**config.mk**
```make
export PLATFORM = sky130hd
export DESIGN_NAME = servo_ramp_ctl
export DESIGN_NICKNAME = d
export VERILOG_FILES = /design/src/rtl/servo_pkg.sv /design/src/rtl/servo_tick_gen.sv /design/src/rtl/servo_ramp_ctl.sv
export SDC_FILE = /design/constraint.sdc
export NUM_CORES = 1
export LEC_CHECK = 0
export ABC_AREA = 1
export CELL_PAD_IN_SITES_DETAIL_PLACEMENT = 1
export CELL_PAD_IN_SITES_GLOBAL_PLACEMENT = 1
export CORE_MARGIN = 4
export CORE_UTILIZATION = 25
export CTS_BUF_LIST = sky130_fd_sc_hd__clkbuf_16
export CTS_CLUSTER_SIZE = 30
export DETAILED_ROUTE_END_ITERATION = 8
export GPL_TIMING_DRIVEN = 0
export HOLD_SLACK_MARGIN = 0.02
export PLACE_DENSITY_LB_ADDON = 0.25
export SETUP_SLACK_MARGIN = 0.05
export SLEW_MARGIN = 40
export SYNTH_ARGS = -nofsm -noshare
export SYNTH_HDL_FRONTEND = slang
export SYNTH_SLANG_ARGS = --single-unit
export TNS_END_PERCENT = 50
```
**constraint.sdc**
```tcl
create_clock -name clk -period 3.8 [get_ports clk]
set_input_delay 0.76 -clock clk [delete_from_list [all_inputs] [get_ports clk]]
set_output_delay 0.76 -clock clk [all_outputs]
set_load 0.01 [all_outputs]
```
**src/rtl/servo_pkg.sv**
```systemverilog
// rtl/servo_pkg.sv - shared servo types, constants and cfg/position conversion helpers
package servo_pkg;

    typedef enum logic [1:0] {
        ST_IDLE  = 2'd0,
        ST_RAMP  = 2'd1,
        ST_DWELL = 2'd2
    } state_e;

    localparam int         CFG_FWD_BIT       = 7;
    localparam logic [6:0] DEFAULT_MAX_ANGLE = 7'd90;

    // Reverse with angle 0 collapses to 0, so there is only one encoding of centre.
    function automatic logic signed [7:0] cfg_to_pos(input logic [7:0] c,
                                                     input logic [6:0] max_angle);
        logic [6:0] ang;
        ang = (c[6:0] > max_angle) ? max_angle : c[6:0];
        return c[CFG_FWD_BIT] ? $signed({1'b0, ang}) : -$signed({1'b0, ang});
    endfunction

    function automatic logic [7:0] pos_to_cfg(input logic signed [7:0] p);
        return p[7] ? {1'b0, ~p[6:0] + 7'd1} : {1'b1, p[6:0]};
    endfunction

endpackage

```
**src/rtl/servo_tick_gen.sv**
```systemverilog
// rtl/servo_tick_gen.sv - free-running one-cycle update tick, one per PWM frame
module servo_tick_gen #(
    parameter logic [23:0] CLK_FRE = 24'd12_000_000,
    parameter logic [7:0]  STEP_MS = 8'd20
) (
    input  logic clk,
    input  logic rst,
    output logic tick
);

    localparam logic [31:0] TICK_CYCLES = ({8'd0, CLK_FRE} / 32'd1000) * {24'd0, STEP_MS};
    localparam logic [31:0] TICK_LAST   = (TICK_CYCLES == 32'd0) ? 32'd0 : TICK_CYCLES - 32'd1;

    logic [31:0] cnt_q;
    logic [31:0] cnt_d;

    always_comb begin
        cnt_d = (cnt_q == TICK_LAST) ? 32'd0 : cnt_q + 32'd1;
    end

    always_ff @(posedge clk) begin
        if (rst) begin
            cnt_q <= 32'd0;
        end else begin
            cnt_q <= cnt_d;
        end
    end

    assign tick = (cnt_q == TICK_LAST);

endmodule

```
**src/rtl/servo_ramp_ctl.sv**
```systemverilog
// rtl/servo_ramp_ctl.sv - ramps servo position toward commanded target one degree per tick
module servo_ramp_ctl
    import servo_pkg::*;
#(
    parameter logic [23:0] CLK_FRE     = 24'd12_000_000,
    parameter logic [7:0]  STEP_MS     = 8'd20,
    parameter logic [6:0]  MAX_ANGLE   = DEFAULT_MAX_ANGLE,
    parameter logic [7:0]  DWELL_TICKS = 8'd25
) (
    input  logic       clk,
    input  logic       rst,
    input  logic       cmd_valid,
    output logic       cmd_ready,
    input  logic [7:0] cmd_cfg,
    input  logic       sweep_en,
    output logic [7:0] cfg,
    output logic       busy,
    output logic       at_target
);

    localparam logic signed [7:0] MAX_POS = $signed({1'b0, MAX_ANGLE});

    state_e            state_q, state_d;
    logic signed [7:0] pos_q, pos_d;
    logic signed [7:0] tgt_q, tgt_d;
    logic [7:0]        dwell_q, dwell_d;
    logic [7:0]        cfg_q, cfg_d;
    logic signed [7:0] cmd_pos;
    logic signed [7:0] sweep_pos;
    logic              tick;
    logic              accept;

    servo_tick_gen #(
        .CLK_FRE (CLK_FRE),
        .STEP_MS (STEP_MS)
    ) u_tick (
        .clk  (clk),
        .rst  (rst),
        .tick (tick)
    );

    assign cmd_ready = ~rst & (state_q != ST_RAMP);
    assign accept    = cmd_valid & cmd_ready;
    assign busy      = (state_q == ST_RAMP);
    assign at_target = (pos_q == tgt_q);
    assign cfg       = cfg_q;

    always_comb begin
        state_d   = state_q;
        pos_d     = pos_q;
        tgt_d     = tgt_q;
        dwell_d   = dwell_q;
        cmd_pos   = cfg_to_pos(cmd_cfg, MAX_ANGLE);
        sweep_pos = (pos_q > 8'sd0) ? -MAX_POS : MAX_POS;

        case (state_q)
            ST_IDLE, ST_DWELL: begin
                // A command always wins over sweep and preempts any dwell in progress.
                if (accept) begin
                    tgt_d   = cmd_pos;
                    dwell_d = 8'd0;
                    state_d = (cmd_pos == pos_q) ? ST_DWELL : ST_RAMP;
                end else if (state_q == ST_IDLE) begin
                    if (sweep_en) begin
                        tgt_d   = sweep_pos;
                        dwell_d = 8'd0;
                        state_d = (sweep_pos == pos_q) ? ST_DWELL : ST_RAMP;
                    end
                end else if (tick) begin
                    if (dwell_q == DWELL_TICKS - 8'd1) begin
                        state_d = ST_IDLE;
                    end else begin
                        dwell_d = dwell_q + 8'd1;
                    end
                end
            end
            ST_RAMP: begin
                if (tick) begin
                    pos_d = (tgt_q > pos_q) ? pos_q + 8'sd1 : pos_q - 8'sd1;
                    if (pos_d == tgt_q) begin
                        dwell_d = 8'd0;
                        state_d = ST_DWELL;
                    end
                end
            end
            default: state_d = ST_IDLE;
        endcase

        // Registered from the next position so cfg and at_target move on the same edge.
        cfg_d = pos_to_cfg(pos_d);
    end

    always_ff @(posedge clk) begin
        if (rst) begin
            state_q <= ST_IDLE;
            pos_q   <= 8'sd0;
            tgt_q   <= 8'sd0;
            dwell_q <= 8'd0;
            cfg_q   <= 8'h80;
        end else begin
            state_q <= state_d;
            pos_q   <= pos_d;
            tgt_q   <= tgt_d;
            dwell_q <= dwell_d;
            cfg_q   <= cfg_d;
        end
    end

endmodule

```
==> run_1/layer_met1.png <==
Drawn at 3 px/um.
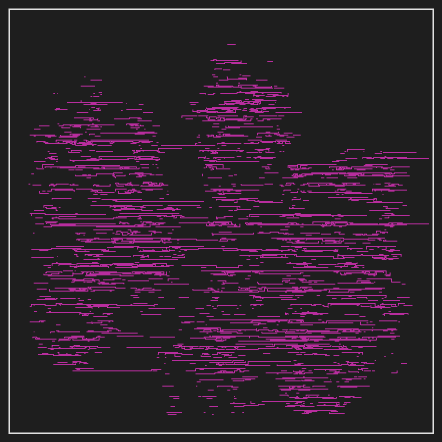
wire length on this layer: 6340 um
longest straight run: 61.6 um
nets with wire on the layer: 725
share of all routed wire: 46%
main direction: horizontal
drt total wl: 13.8 mm
met1 Resource Use GR: 0.173
vias: 4507

==> run_1/detail.png <==
Region (23, 93) to (48, 118) um. Cells in gray, sequential cells in the stronger gray; small squares are vias.
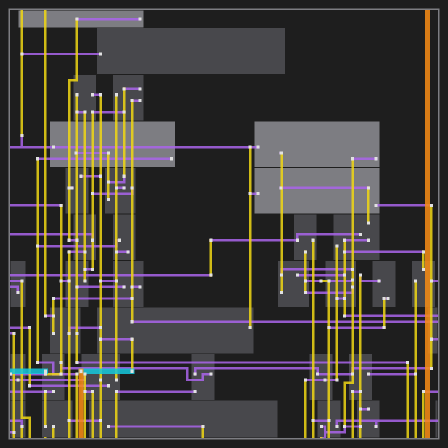
legend:
  purple:
    layer: metal 1
  cyan:
    layer: metal 3
  orange:
    layer: metal 4
  yellow:
    layer: metal 2
most frequent: inv_1 (6), nor2_1 (5), nand2_1 (5)
cells with their middle in the window: 32
netlist names of flops here include: u_tick.cnt_q (3)
sequential cells in the window: 3

==> results.sh, run 1 <==
# flow metrics
export IMPL_areaGrowthSynthToFinish_pct=23.4
export IMPL_clk_power_uw=885
export IMPL_synthTopCellsByArea="dfxtp_1 (30%), nand2_1 (14%), inv_1 (7.8%), nor2_1 (7.0%), nand3_1 (5.8%)"
export IMPL_cp_end_kind="flip-flop"
export IMPL_ys_seq_frac=0.295
export IMPL_avgViaCountPerCell=4.72
export IMPL_hpwl_mm=10.9
export IMPL_rsz0062_at_grt="false"
export IMPL_netlist_cell_type_count=43
export IMPL_path_buffers=3
export IMPL_syn_inst=683
export IMPL_core_area_um2=17300
export IMPL_synth_flops=65
export IMPL_buf_share=0.0655
export IMPL_outcome="completed"
export IMPL_row_count=48
export IMPL_hold_buffers=0
export IMPL_io_buffers=21
export IMPL_seq_area_frac=0.244
export IMPL_rr_worst_depth=24
export IMPL_worst_pin_slew_ns=0.639
export IMPL_fin_cells=954
export IMPL_power_top_group="combinational logic"
export IMPL_buffers=39
export IMPL_wirelength_met1_mm=6.34
export IMPL_seqPwrFrac=0.267
export IMPL_firstDrtPassIters=4
export IMPL_fp_util=0.255
export IMPL_dp_cells=929
export IMPL_drive_above_1_share=0.154
export IMPL_nFillCells=2206
export IMPL_crit_path_end="dwell_q[2]"
export IMPL_clock_latency_late_pin_ns=0.34
export IMPL_routed_top_layer="met4"
export IMPL_yosys_warnings=0
==> run_1/congestion.png <==
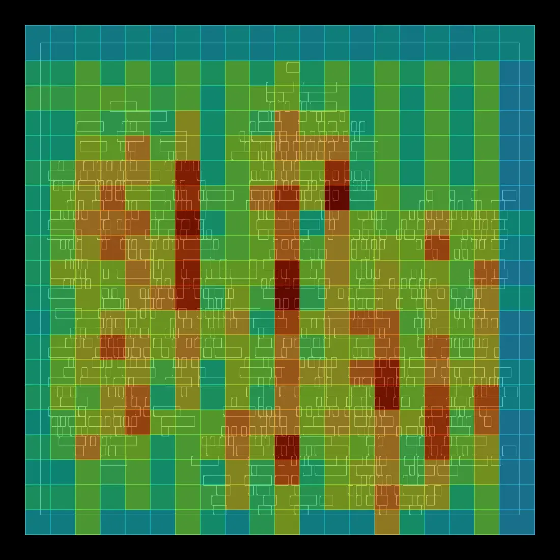
GRT met3 Usage: 0.0237
GR peak layer: met2
GR Util met2: 0.247
Finished Core Util: 0.315
drt wl/cell: 14.5 um

==> run 2: changes to the inputs <==
--- a/config.mk
+++ b/config.mk
@@ -16,6 +16,7 @@
 export GPL_TIMING_DRIVEN = 0
 export HOLD_SLACK_MARGIN = 0.02
 export PLACE_DENSITY_LB_ADDON = 0.25
+export REMOVE_ABC_BUFFERS = 1
 export SETUP_SLACK_MARGIN = 0.05
 export SLEW_MARGIN = 40
 export SYNTH_ARGS = -nofsm -noshare
==> run_2/congestion.png <==
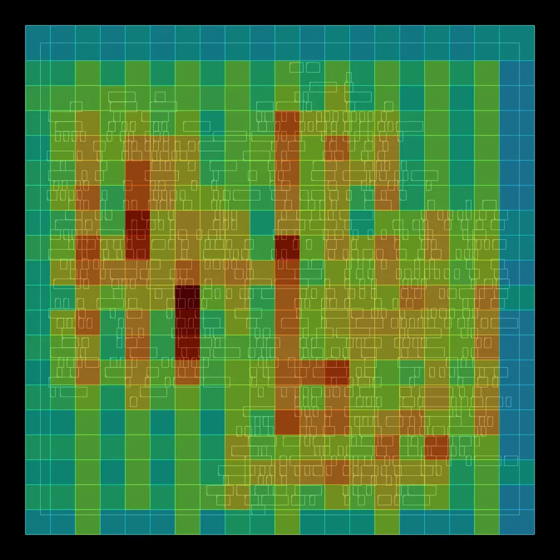
Finished Core Util: 0.306
GRT met3 Usage: 0.0329
GR Util met2: 0.236
met1 Resource Use GR: 0.177
drt wl/cell: 14.4 um

==> run 2 against run 1 <==
Total power shrank 6.5%. Clock skew shrank 0.0021 ns. Area after synthesis is the same. Largest cell class unchanged. Largest power group unchanged. Highest routed layer unchanged.
==> results.sh, run 2 <==
# flow metrics
export IMPL_num_vias=4433
export IMPL_crit_path_end="dwell_q[2]"
export IMPL_buffers=25
export IMPL_worst_pin_slew_ns=0.841
export IMPL_fp_util=0.255
export IMPL_wirelength_mm=13.6
export IMPL_drive_above_1_share=0.140
export IMPL_nFillCells=2225
export IMPL_clock_latency_late_pin_ns=0.35
export IMPL_areaGrowthSynthToFinish_pct=20.2
export IMPL_post_route_drc_count=0
export IMPL_hpwl_mm=10.5
export IMPL_powerDensity_nw_per_um2=545
export IMPL_wirelength_met1_mm=6.51
export IMPL_buf_share=0.0458
export IMPL_rr_worst_depth=22
export IMPL_swShare=0.420
export IMPL_synth_flops=65
export IMPL_path_buffers=2
export IMPL_clk_power_uw=759
export IMPL_row_count=48
export IMPL_avgViaCountPerCell=4.71
export IMPL_ys_seq_frac=0.295
export IMPL_outcome="completed"
export IMPL_seqPwrFrac=0.286
export IMPL_hold_buffers=0
export IMPL_routed_top_layer="met4"
export IMPL_seq_area_frac=0.248
export IMPL_firstDrtPassIters=4
export IMPL_fin_cells=941
export IMPL_netlist_cell_type_count=43
export IMPL_syn_inst=683
export IMPL_cp_end_kind="flip-flop"
Power is estimated from default activity; no workload was simulated.
